$ cat config.mk
export PLATFORM = sky130hd
export DESIGN_NAME = adder_8bit
export DESIGN_NICKNAME = d
export VERILOG_FILES = /design/src/rtl/adder_8bit.sv
export SDC_FILE = /design/constraint.sdc
export NUM_CORES = 1
export LEC_CHECK = 0
export CAP_MARGIN = 0
export CORE_MARGIN = 10
export CORE_UTILIZATION = 38
export CTS_CLUSTER_DIAMETER = 120
export DETAILED_ROUTE_END_ITERATION = 6
export PLACE_DENSITY = 0.72
export REMOVE_ABC_BUFFERS = 1
export SYNTH_ARGS = -nofsm -noshare
export SYNTH_HDL_FRONTEND = slang
export SYNTH_SLANG_ARGS = --single-unit
$ cat constraint.sdc
create_clock -name clk -period 1.9 [get_ports clk]
set_input_delay 0.38 -clock clk [delete_from_list [all_inputs] [get_ports clk]]
set_output_delay 0.38 -clock clk [all_outputs]
set_load 0.01 [all_outputs]
$ cat src/rtl/adder_8bit.sv
// Two-stage pipelined 8-bit adder: the low nibble and its carry are computed in stage 1 and the high nibble in stage 2.
// Optional build macro ADDER_8BIT_VALID_EN adds a vin/vout qualifier that travels with the data.
module adder_8bit #(
    parameter int WIDTH = 8,
    parameter int SPLIT = 4
) (
    input  logic             clk,
    input  logic             rst,
    input  logic [WIDTH-1:0] din_1,
    input  logic [WIDTH-1:0] din_2,
    input  logic             cin,
`ifdef ADDER_8BIT_VALID_EN
    input  logic             vin,
    output logic             vout,
`endif
    output logic [WIDTH-1:0] dout,
    output logic             cout
);

    localparam int HI_W = WIDTH - SPLIT;

    // Stage 1 combinational: ripple the low part together with cin.
    logic [SPLIT-1:0] lo_sum;
    logic             lo_carry;

    always_comb begin
        lo_sum   = '0;
        lo_carry = cin;
        for (int i = 0; i < SPLIT; i++) begin
            lo_sum[i] = din_1[i] ^ din_2[i] ^ lo_carry;
            lo_carry  = (din_1[i] & din_2[i]) | (lo_carry & (din_1[i] ^ din_2[i]));
        end
    end

    // Stage 1 registers hold the low result and the untouched high operands.
    logic [SPLIT-1:0] s1_lo;
    logic             s1_c;
    logic [HI_W-1:0]  s1_a_hi;
    logic [HI_W-1:0]  s1_b_hi;

    always_ff @(posedge clk or posedge rst) begin
        if (rst) begin
            s1_lo   <= '0;
            s1_c    <= 1'b0;
            s1_a_hi <= '0;
            s1_b_hi <= '0;
        end else begin
            s1_lo   <= lo_sum;
            s1_c    <= lo_carry;
            s1_a_hi <= din_1[WIDTH-1:SPLIT];
            s1_b_hi <= din_2[WIDTH-1:SPLIT];
        end
    end

    // Stage 2 combinational: ripple the high part from the registered carry.
    logic [HI_W-1:0] hi_sum;
    logic            hi_carry;

    always_comb begin
        hi_sum   = '0;
        hi_carry = s1_c;
        for (int i = 0; i < HI_W; i++) begin
            hi_sum[i] = s1_a_hi[i] ^ s1_b_hi[i] ^ hi_carry;
            hi_carry  = (s1_a_hi[i] & s1_b_hi[i]) | (hi_carry & (s1_a_hi[i] ^ s1_b_hi[i]));
        end
    end

    always_ff @(posedge clk or posedge rst) begin
        if (rst) begin
            dout <= '0;
            cout <= 1'b0;
        end else begin
            dout <= {hi_sum, s1_lo};
            cout <= hi_carry;
        end
    end

`ifdef ADDER_8BIT_VALID_EN
    // vin only qualifies the data and never stalls it: every stage loads on every clock,
    // so vout is simply vin delayed by the same two clocks as the sum.
    logic s1_v;

    always_ff @(posedge clk or posedge rst) begin
        if (rst) begin
            s1_v <= 1'b0;
            vout <= 1'b0;
        end else begin
            s1_v <= vin;
            vout <= s1_v;
        end
    end
`endif

endmodule

### Routed metal per tile, run 1

Drawn at 4 px/µm. 13 x 13 tiles, from dark purple (low) to yellow (high), scaled to the fullest tile. Values are wire area over tile area, all layers added.
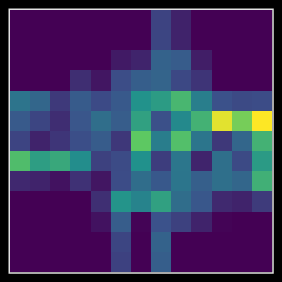
tiles over half the peak: 11%
densest ninth of the die: right middle
nearly empty tiles: 41%
fullest tile: 0.27
mean over tiles: 0.049

### Layout detail, run 1

Window x 18 to 48, y 18 to 48 µm. Cells in gray, sequential cells in the stronger gray; small squares are vias.
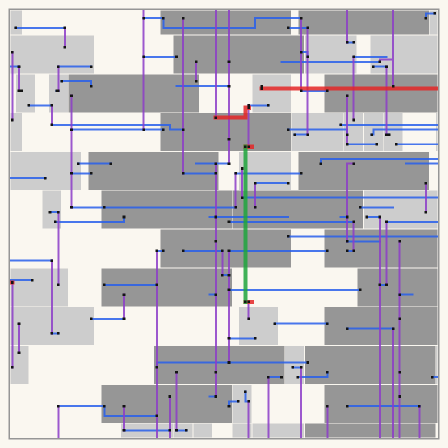
[met4] green
[met1] blue
[met2] purple
[met3] red
netlist names of flops here include: dout (8), s1_lo (4), s1_a_hi (3)
most frequent: dfrtp_1 (19), inv_1 (8)
cells with their middle in the window: 40
sequential cells in the window: 19

==> impl_metrics.toml, run 1 <==
# flow metrics
[status]
status = "complete, but fails checks"
violations = "setup timing"

[synthesis]
most_common_cell = "dfrtp_1"
edf_count = 0
syn_inst = 51
ys_top_cells_by_area = "dfrtp_1 70%, fa_1 20%, inv_1 10%"
ys_ff = 22
top_cells_by_count = "22 x dfrtp_1, 21 x inv_1, 8 x fa_1"
synth-async-reset-ratio_pct = 100

[setup_path]
path_max_fanout = 1
worstSetupEndpoint = "dout[7]"
worstPathArrival_ps = 2110
startpoint = "s1_c"
r2r-start = "s1_c"

[floorplanning]
fp_util_pct = 40.2
core_area_um2 = 1960
placementRows = 16

[global_routing]
grt_max_degree = 23

[power_and_ir_drop]
p_comb_share_pct = 20.6
sequentialPowerShare_pct = 58.5
netSwitchingFraction_pct = 23.2

[detailed_routing]
firstDrtPassIters = 2
dr.first_iter.drc_count = 2
routed_via_density = 3.95

[min_path]
min_path_type = "reg -> reg"

[place]
gp_congestion = 0.656

[final_timing]
slew_headroom_pct = 83.0
fin_ws_ps = -15.3
tns_ps = -15.3
setup_viol = 1

[clock_network]
cts_setup_buffers = 0
cts.htree.levels = 1
ctsLongestPathBuffers = 2
clk_pin_slew_ps = 110

[final_layout]
stdcell_count = 109
### Metal layers overlaid, run 1

Drawn at 6 px/µm. Two of the layers only.
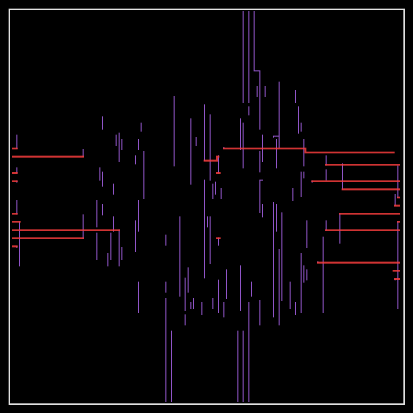
[met3] red | wire length: 153 µm
[met2] purple | wire length: 544 µm

==> run 1: metal layers <==
layer	wire [µm]	share of wire [%]	global-route usage, %	vias up
met5	0	0	0	-
met3	152	12	3.56	4
met2	543	44	8.66	24
met4	30	2.4	5.61	0
li1	-	-	-	195
met1	505	41	6.60	208
==> run 1: layout make-up <==
| cell class | instances | area (µm²) |
|---|---|---|
| fill | 169 | 831 |
| timing repair buffer | 28 | 273 |
| multi-input combinational | 8 | 173 |
| tap | 27 | 33.8 |
| inverter | 21 | 78.8 |
| sequential | 22 | 551 |
| clock buffer | 3 | 22.5 |
==> run 1: registers in the layout, summed over array words and instances, names as in the netlist <==
register	count
s1_c	1
cout	1
s1_lo	4
dout	8
s1_b_hi	4
s1_a_hi	4
==> run 1: cell usage in the layout, fill, tap and decap left out <==
cell             Yosys  layout
clkbuf_2             0       1
fa_1                 8       3
clkdlybuf4s50_1      0      24
clkbuf_4             0       3
dfrtp_1             22      22
inv_2                0       7
inv_1               21      14
buf_4                0       1
clkdlybuf4s15_1      0       2
fa_2                 0       5
==> run 1: cells by family (layout without fill, tap and decap cells) <==
kind of cell	count (synthesis)	count (layout)	synth area share, %
adder cells (fa/ha/maj)	8	8	20.3
buffers and inverters	21	52	9.98
flip-flops	22	22	69.7
==> run 1: repair_timing <==
action                     4_1_cts  5_1_grt
hold endpoints to repair         0        0
gates resized                    9       10
hold buffers                     0        0
setup endpoints to repair        3        2
pin swaps                        1        4
==> run 1: per-stage QoR <==
| step | setup WS [ps] | power, mW | hold slack, ps |
|---|---|---|---|
| after CTS | -38.5 | 0.940 | 360 |
| final | -15.3 | 0.932 | 357 |
| after detailed placement | -578 | 0.749 | 336 |
| after floorplan | -49.8 | 0.617 | 331 |
| after global routing | -85.8 | 0.990 | 370 |
| after global placement | -537 | 0.740 | 333 |
==> run 1: worst min-delay path by stage <==
stage | from | endpoint | slack (ps) | cells after the start
2_1_floorplan | s1_lo[0] | dout[0] | 330 | 0
3_3_place_gp | s1_lo[2] | dout[2] | 330 | 0
3_5_place_dp | s1_lo[3] | dout[3] | 340 | 0
4_1_cts | s1_lo[3] | dout[3] | 360 | 0
5_1_grt | s1_lo[0] | dout[0] | 370 | 0
6_report | s1_lo[3] | dout[3] | 360 | 0
==> run 1: power groups by stage <==
stage / Sequential, mW / Combinational [mW] / Clock, mW
final: 0.545 / 0.192 / 0.195
after global routing: 0.553 / 0.213 / 0.225
after CTS: 0.546 / 0.196 / 0.199
after detailed placement: 0.555 / 0.194 / 0
after global placement: 0.554 / 0.186 / 0
after floorplan: 0.571 / 0.0458 / 0
==> run 1: worst max-delay path: stages (launching register included) <==
cell	delay (ps)
dfrtp_1	350
inv_2	40
fa_1	410
inv_1	80
fa_2	200
fa_2	190
inv_2	30
fa_1	470
inv_1	40
## Run 2: what changed since run 1
- CAP_MARGIN: 0 -> 5
- CORE_UTILIZATION: 38 -> 45
- MAX_ROUTING_LAYER: not set -> met4
- PLACE_DENSITY: 0.72 -> 0.8
- clock period: 1.9 -> 2.3 ns (I/O delays scaled with it)
### Cell placement, run 2

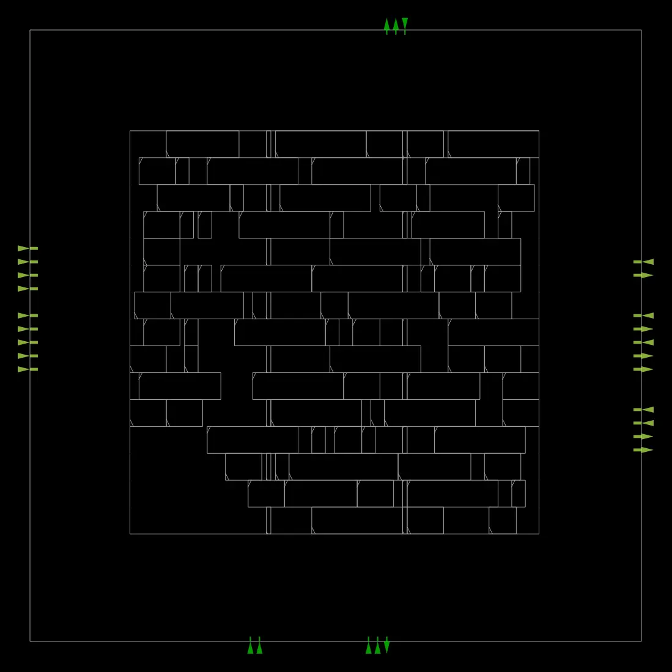
row cnt: 15
# Taps: 17
fillers: 136

==> run 2 against run 1 <==
The flow now finishes without violations. Count of clock-buffer cells in the layout unchanged. First-iteration DRC count up 100%. Combinational power down 19%. Flip-flop count unchanged. Sequential share of layout area decreased by 0.53 points. Clock power is 47% higher. Sequential power is 17% lower. Synthesized cell count stayed put. Wire length increased by 6.6%. Largest power group unchanged.
==> impl_metrics.toml, run 2 <==
# flow metrics
[floorplanning]
fp_util_pct = 46.7
core_area_um2 = 1690
pin_count = 28

[min_path]
min_path_cells = 0
min_to = "dout[3]"
min_path_type = "reg -> reg"

[final_layout]
logic_area_um2 = 163
layout.cells.most_common = "clkdlybuf4s50_1"
area_delta_synth_final_pct = 44.8
largest_reg_flops = 8
lay_top_cells = "27 x clkdlybuf4s50_1, 22 x dfrtp_1, 21 x inv_1"
regMostFlops = "dout"
seq_area_um2 = 551

[synthesis]
edf_count = 0
synth-async-reset-ratio_pct = 100
syn_inst = 51
ys_ff = 22
ys_top_cells_by_area = "dfrtp_1 70%, fa_1 20%, inv_1 10%"
top_cells_by_count = "22 x dfrtp_1, 21 x inv_1, 8 x fa_1"
most_common_cell = "dfrtp_1"

[place]
gp_congestion = 0.677
pre_cts_slack_ps = -258

[final_timing]
setup_viol = 0
slew_headroom_pct = 82.4
tightest_slew_ps = 264
fin_ws_ps = 114

[setup_path]
worstPathArrival_ps = 2440
r2r-start = "s1_c"

[global_routing]
grt_pass1_wl_um = 2220
grt_pass1_vias = 519
grt_max_degree = 23

[status]
status = "complete, no violations"

[detailed_routing]
dr.first_iter.drc_count = 4
firstDrtPassIters = 2
routed_via_density = 4.38

[clock_network]
hold_buffers = 0
cts.htree.levels = 1
clk_pin_slew_ps = 120
cts_resized = 0
cts_setup_buffers = 0
### Metal layers overlaid, run 2

Drawn at 6 px/µm. Two of the layers only.
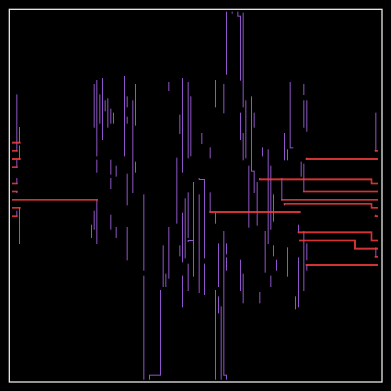
[met3] red | wire length: 153 µm
[met2] purple | wire length: 658 µm

==> run 2: how the worst max path moves through the flow <==
stage	startpoint	to	slack (ps)	cells after the start
after CTS	din_1[0]	s1_lo[3]	70	9
after global placement	din_1[0]	s1_lo[3]	-220	9
after detailed placement	din_1[0]	s1_lo[3]	-260	9
after global routing	din_1[0]	s1_lo[3]	10	9
final	din_1[0]	s1_lo[3]	110	9
after floorplan	din_1[0]	s1_lo[3]	270	8
==> run 2: cell families after synthesis <==
kind of cell / count (synthesis) / synth area share (%)
buffers and inverters: 21 / 9.98
DFF: 22 / 69.7
adders and majority gates: 8 / 20.3
==> run 2: layer usage <==
layer | track usage [%] | routed length, µm
met2 | 13.2 | 657
met5 | - | 0
met3 | 3.05 | 153
met4 | 2.87 | 4
met1 | 8.92 | 497
==> run 2: stage by stage <==
step	setup TNS [ps]	power [mW]	utilization, %	cells
2_1_floorplan	0	0.510	-	51
5_1_grt	0	0.942	67.7	100
3_5_place_dp	-331	0.618	64.4	96
3_3_place_gp	-241	0.610	64.4	96
4_1_cts	0	0.905	67.6	100
6_report	0	0.891	67.7	100
==> run 2: critical path: stages <==
cell             delay (ps)
clkdlybuf4s50_1         430
fa_2                    380
inv_1                    70
fa_1                    150
inv_1                    50
fa_1                    360
inv_1                    70
fa_1                    400
inv_1                    60
==> run 2: power by group <==
part	internal (mW)	switching, mW	total [mW]	leakage (nW)
logic	0.0928	0.0624	0.155	0.280
registers	0.436	0.0139	0.450	0.256
clock network	0.176	0.110	0.286	0.0279
==> run 2: layout make-up <==
type | count | area share (%)
Tap cell | 17 | 1.86
Timing Repair Buffer | 28 | 24.3
Clock inverter | 1 | 2.63
Inverter | 21 | 6.89
Multi-Input combinational cell | 8 | 14.2
Sequential cell | 22 | 48.1
Clock buffer | 3 | 1.97
Power is estimated from default activity; no workload was simulated.
